### config.mk
export PLATFORM = sky130hd
export DESIGN_NAME = neuron_bs_n_flat
export DESIGN_NICKNAME = d
export VERILOG_FILES = /design/src/rtl/neuron_bs_n_pkg.sv /design/src/rtl/neuron_bs_n_if.sv /design/src/rtl/neuron_bs_n_serial_rx_lane.sv /design/src/rtl/neuron_bs_n.sv /design/src/flat_wrapper.sv
export SDC_FILE = /design/constraint.sdc
export NUM_CORES = 1
export LEC_CHECK = 0
export CAP_MARGIN = 0
export CORE_ASPECT_RATIO = 0.9
export CORE_MARGIN = 2
export CORE_UTILIZATION = 50
export CTS_CLUSTER_DIAMETER = 50
export DETAILED_ROUTE_END_ITERATION = 6
export PLACE_DENSITY = 0.68
export SLEW_MARGIN = 20
export SYNTH_ARGS = -nofsm -noshare
export SYNTH_HDL_FRONTEND = slang
export SYNTH_SLANG_ARGS = --single-unit
### constraint.sdc
create_clock -name CLK -period 4.4 [get_ports CLK]
set_input_delay 0.88 -clock CLK [delete_from_list [all_inputs] [get_ports CLK]]
set_output_delay 0.88 -clock CLK [all_outputs]
set_load 0.02 [all_outputs]
### src/rtl/neuron_bs_n_pkg.sv
// Shared state codes, accumulator sizing and weight-field helpers for the bit-serial neuron.
// A weight entry is {sign, shift}; sign=1 negates the input before the arithmetic right shift.
package neuron_pkg;

    localparam logic [2:0] ST_IDLE = 3'd0;
    localparam logic [2:0] ST_RECV = 3'd1;
    localparam logic [2:0] ST_COMP = 3'd2;
    localparam logic [2:0] ST_HOLD = 3'd3;
    localparam logic [2:0] ST_SEND = 3'd4;

    // Two extra bits: one for the sign, one of headroom for the negated full-scale input.
    function automatic int acc_w(input int dw, input int n);
        return dw + $clog2(n) + 2;
    endfunction

    function automatic logic wsign(input logic [31:0] entry, input int shw);
        logic [31:0] t;
        t = entry >> shw;
        return t[0];
    endfunction

    function automatic logic [31:0] wshift(input logic [31:0] entry, input int shw);
        return entry & ((32'd1 << shw) - 32'd1);
    endfunction

endpackage

### src/rtl/neuron_bs_n_if.sv
// Bit-serial REQ/ACK/DATA links around one neuron: N input channels and one output channel.
// slave = the neuron side, master = the fabric side that feeds and drains it.
interface neuron_bs_n_if #(
    parameter int N = 4
);
    logic [N-1:0] IN_REQ;
    logic [N-1:0] IN_ACK;
    logic [N-1:0] IN_DATA;
    logic         OUT_REQ;
    logic         OUT_ACK;
    logic         OUT_DATA;

    modport master (
        input  IN_REQ, OUT_ACK, OUT_DATA,
        output IN_ACK, IN_DATA, OUT_REQ
    );

    modport slave (
        output IN_REQ, OUT_ACK, OUT_DATA,
        input  IN_ACK, IN_DATA, OUT_REQ
    );
endinterface

### src/rtl/neuron_bs_n_serial_rx_lane.sv
// One serial input channel: accepts a DW-bit LSB-first word after an ACK while requesting and not done.
// Word is complete (o_done) on the edge capturing bit DW-1; o_req stays low until i_rearm.
module serial_rx_lane #(
    parameter int DW = 8
) (
    input  logic          CLK,
    input  logic          RSTB,
    input  logic          i_ack,
    input  logic          i_data,
    input  logic          i_clr,
    input  logic          i_rearm,
    output logic          o_req,
    output logic          o_acc,
    output logic          o_done,
    output logic [DW-1:0] o_word
);
    localparam int CW = $clog2(DW);

    logic          r_req;
    logic          r_busy;
    logic          r_done;
    logic [CW-1:0] r_cnt;
    logic [DW-1:0] r_sh;
    logic          w_acc;

    // ACKs while busy, done or not requesting are protocol errors and are dropped.
    assign w_acc = i_ack && r_req && !r_done;

    always_ff @(posedge CLK) begin
        if (!RSTB) begin
            r_req  <= 1'b1;
            r_busy <= 1'b0;
            r_done <= 1'b0;
            r_cnt  <= '0;
            r_sh   <= '0;
        end else begin
            if (w_acc) begin
                r_req  <= 1'b0;
                r_busy <= 1'b1;
                r_cnt  <= CW'(1);
                r_sh   <= {i_data, r_sh[DW-1:1]};
            end else if (r_busy) begin
                r_sh  <= {i_data, r_sh[DW-1:1]};
                r_cnt <= r_cnt + CW'(1);
                if (r_cnt == CW'(DW-1)) begin
                    r_busy <= 1'b0;
                    r_done <= 1'b1;
                end
            end
            if (i_clr) begin
                r_done <= 1'b0;
            end
            if (i_rearm) begin
                r_req <= 1'b1;
            end
        end
    end

    assign o_req  = r_req;
    assign o_acc  = w_acc;
    assign o_done = r_done;
    assign o_word = r_sh;
endmodule

### src/rtl/neuron_bs_n.sv
// N-input bit-serial neuron: sum of sign/shift-weighted inputs, ReLU, serial result (NEURON_SAT_EN: saturate, else wrap).
// Latency: last input bit at edge t -> OUT_ACK at t+3; result held in HOLD while OUT_REQ=0.
module neuron_bs_n
    import neuron_pkg::*;
#(
    parameter int                   N     = 4,
    parameter int                   DW    = 8,
    parameter int                   SHW   = 3,
    parameter logic [N*(SHW+1)-1:0] W_VEC = '0
) (
    input  logic           CLK,
    input  logic           RSTB,
    neuron_bs_n_if.slave   bus
);
    localparam int AW = acc_w(DW, N);
    localparam int KW = $clog2(DW);

    logic [N-1:0]           w_req;
    logic [N-1:0]           w_acc;
    logic [N-1:0]           w_done;
    logic [DW-1:0]          w_word [N];
    logic                   w_clr;
    logic                   w_rearm;
    logic signed [AW-1:0]   w_sum;
    logic [DW-1:0]          w_relu;

    logic [2:0]             r_st;
    logic [DW-1:0]          r_res;
    logic [KW-1:0]          r_k;
    logic                   r_ack;
    logic                   r_dat;

    for (genvar gi = 0; gi < N; gi++) begin : g_lane
        serial_rx_lane #(.DW(DW)) u_lane (
            .CLK     (CLK),
            .RSTB    (RSTB),
            .i_ack   (bus.IN_ACK[gi]),
            .i_data  (bus.IN_DATA[gi]),
            .i_clr   (w_clr),
            .i_rearm (w_rearm),
            .o_req   (w_req[gi]),
            .o_acc   (w_acc[gi]),
            .o_done  (w_done[gi]),
            .o_word  (w_word[gi])
        );
    end

    assign w_clr   = (r_st == ST_COMP);
    assign w_rearm = (r_st == ST_SEND) && (r_k == KW'(DW-1));

    always_comb begin
        logic signed [AW-1:0] v;
        logic [31:0]          e;
        v     = '0;
        e     = '0;
        w_sum = '0;
        for (int i = 0; i < N; i++) begin
            e = 32'(W_VEC[i*(SHW+1) +: SHW+1]);
            v = signed'(AW'(w_word[i]));
            // >>> on the negated value floors toward minus infinity.
            if (wsign(e, SHW)) begin
                v = (-v) >>> wshift(e, SHW);
            end else begin
                v = v >>> wshift(e, SHW);
            end
            w_sum = w_sum + v;
        end
    end

`ifdef NEURON_SAT_EN
    localparam logic signed [AW-1:0] MAXV = signed'(AW'({DW{1'b1}}));
`endif

    always_comb begin
        w_relu = '0;
        if (!w_sum[AW-1] && (w_sum != '0)) begin
`ifdef NEURON_SAT_EN
            if (w_sum > MAXV) begin
                w_relu = '1;
            end else begin
                w_relu = w_sum[DW-1:0];
            end
`else
            w_relu = w_sum[DW-1:0];
`endif
        end
    end

    always_ff @(posedge CLK) begin
        if (!RSTB) begin
            r_st  <= ST_IDLE;
            r_res <= '0;
            r_k   <= '0;
            r_ack <= 1'b0;
            r_dat <= 1'b0;
        end else begin
            case (r_st)
                ST_IDLE: if (|w_acc) r_st <= ST_RECV;
                ST_RECV: if (&w_done) r_st <= ST_COMP;
                ST_COMP: begin
                    r_res <= w_relu;
                    r_st  <= ST_HOLD;
                end
                ST_HOLD: if (bus.OUT_REQ) begin
                    r_ack <= 1'b1;
                    r_dat <= r_res[0];
                    r_k   <= KW'(1);
                    r_st  <= ST_SEND;
                end
                ST_SEND: begin
                    r_ack <= 1'b0;
                    r_dat <= r_res[r_k];
                    if (r_k == KW'(DW-1)) begin
                        r_st <= ST_IDLE;
                    end else begin
                        r_k <= r_k + KW'(1);
                    end
                end
                default: r_st <= ST_IDLE;
            endcase
        end
    end

    assign bus.IN_REQ   = w_req;
    assign bus.OUT_ACK  = r_ack;
    assign bus.OUT_DATA = r_dat;
endmodule

### src/flat_wrapper.sv
// flat-port wrapper written by rule: the top's interface ports become plain ports
module neuron_bs_n_flat import neuron_pkg::*;
#(
    parameter int                   N     = 4,
    parameter int                   DW    = 8,
    parameter int                   SHW   = 3,
    parameter logic [N*(SHW+1)-1:0] W_VEC = '0
)
  (CLK, RSTB, bus_IN_REQ, bus_OUT_ACK, bus_OUT_DATA, bus_IN_ACK, bus_IN_DATA, bus_OUT_REQ);
  neuron_bs_n_if #(.N(N)) bus_i ();
  input  logic CLK;
  input  logic RSTB;
  output wire logic [$bits(bus_i.IN_REQ)-1:0] bus_IN_REQ;
  output wire logic [$bits(bus_i.OUT_ACK)-1:0] bus_OUT_ACK;
  output wire logic [$bits(bus_i.OUT_DATA)-1:0] bus_OUT_DATA;
  input wire logic [$bits(bus_i.IN_ACK)-1:0] bus_IN_ACK;
  input wire logic [$bits(bus_i.IN_DATA)-1:0] bus_IN_DATA;
  input wire logic [$bits(bus_i.OUT_REQ)-1:0] bus_OUT_REQ;
  assign bus_IN_REQ = bus_i.IN_REQ;
  assign bus_OUT_ACK = bus_i.OUT_ACK;
  assign bus_OUT_DATA = bus_i.OUT_DATA;
  assign bus_i.IN_ACK = bus_IN_ACK;
  assign bus_i.IN_DATA = bus_IN_DATA;
  assign bus_i.OUT_REQ = bus_OUT_REQ;
  neuron_bs_n #(.N(N), .DW(DW), .SHW(SHW), .W_VEC(W_VEC)) u_core (.CLK(CLK), .RSTB(RSTB), .bus(bus_i));
endmodule
==> deck_impl_summary.md <==
Run Summary

Layout
  – Nonclk buf count: 19
  – Combined flip-flop and latch cell area: about 1400 um^2
  – Largest register FFs: 32
  – Total Nets Final: between 400 and 500
  – Total of clock buffers placed in the layout: 10
  – Antenna diode count: 0
  – Dominant logic cell type in the layout: dfxtp_1
  – Cell area after layout: between 4000 and 5000 um^2

Worst setup path
  – Reg-to-reg critical path startpoint: u_core.g_lane[1].u_lane.o_word[0]
  – Critical path buffers and inverters: 2
  – Cell at the slowest stage of the critical path: fa_1
  – FF-to-FF setup slack: 0.98 ns
  – Crit path largest cell delay: 0.49 ns
  – Critical path capture point: u_core.r_res[7]
  – Critical path class: flip-flop to flip-flop
  – Crit path max-delay family: adder cells

Yosys
  – Cell taking the most area after synthesis: dfxtp_1
  – #FFs+latches synth: between 70 and 80
  – Count of synthesis-stage warnings from yosys: 0
  – # Cells Yosys: about 380
  – Cell area after synthesis: roughly 3700 um^2
  – Total cell area reported by yosys after synthesis: between 3000 and 4000 um^2
  – Top-area cell type share of the netlist area: 0.394
  – Number of unique standard cell types used by synthesis: about 46

Power
  – Leakage: roughly 1.8 nW
  – Net switching fraction of the power: 0.264
  – Power in combinational cells: between 0.0001 and 0.00015 W
  – Post-route total power: ~0.0013 W
  – Share of power burned in the clock network: 0.363
  – Worst voltage drop across the vdd grid: ~0.30 mV

Route
  – M1 wire length: just over 3000 um
  – Iteration-0 DRC Markers: approximately 77

Clock tree
  – Worst-skew pair later-pin latency: approximately 0.35 ns
  – Clock root cell: clkbuf_8
  – Sinks on Clock Net: 72
  – Total of hold buffers inserted after clock tree synthesis: 0

Run status
  – Run status: complete, no violations

Job
  – Max_cap viols: 0

Floorplanning
  – Tap cell count: 93
  – Width of the die: between 90 and 100 um
met1.png
Cells faint in the background.
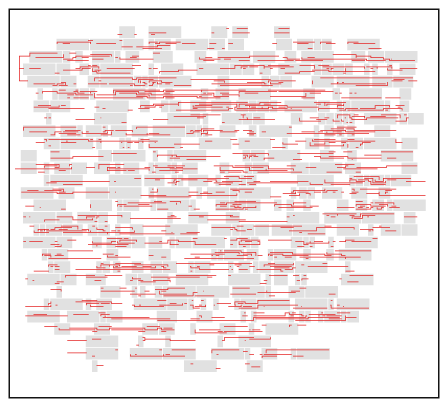
wire length on this layer: 3,110 um
main direction: horizontal
nets with wire on the layer: 411
Global Route met1 Usage: 0.237
Routed Wire Length: 6350 um
via count: 2,584

met2.png
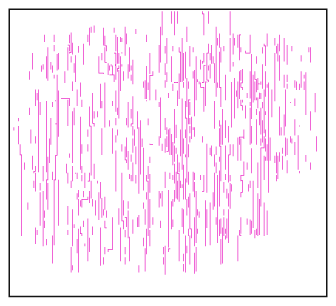
longest straight run: 32.6 um
main direction: vertical
nets with wire on the layer: 362
share of all routed wire: 45%
global routing usage on met2: 0.281

met3.png
Cells faint in the background.
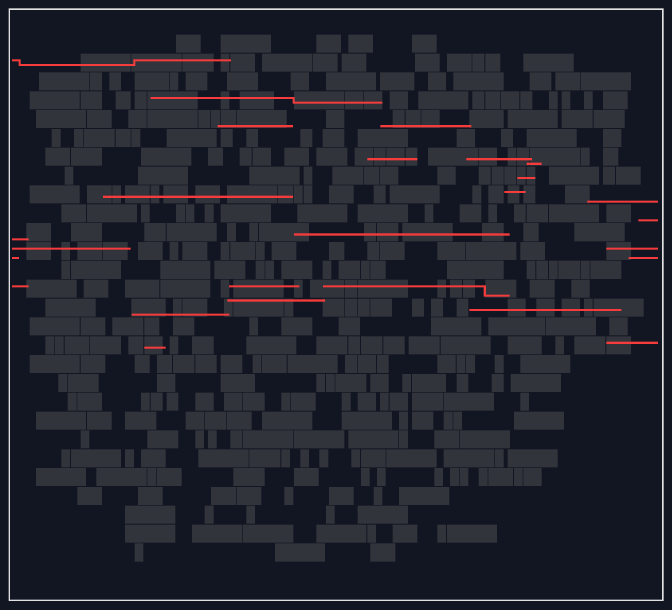
longest straight run: 30.8 um
main direction: horizontal
nets with wire on the layer: 20
global routing met3 resource utilization: 0.0577

final_congestion.png
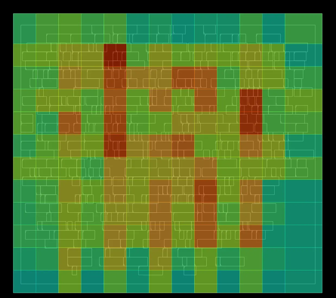
routed length per instance: 13.0 um
All-Layer GR Usage: 0.178
peak-usage layer in the global routing report: met2
Layout Utilization: 0.568

Power is estimated from default activity; no workload was simulated.
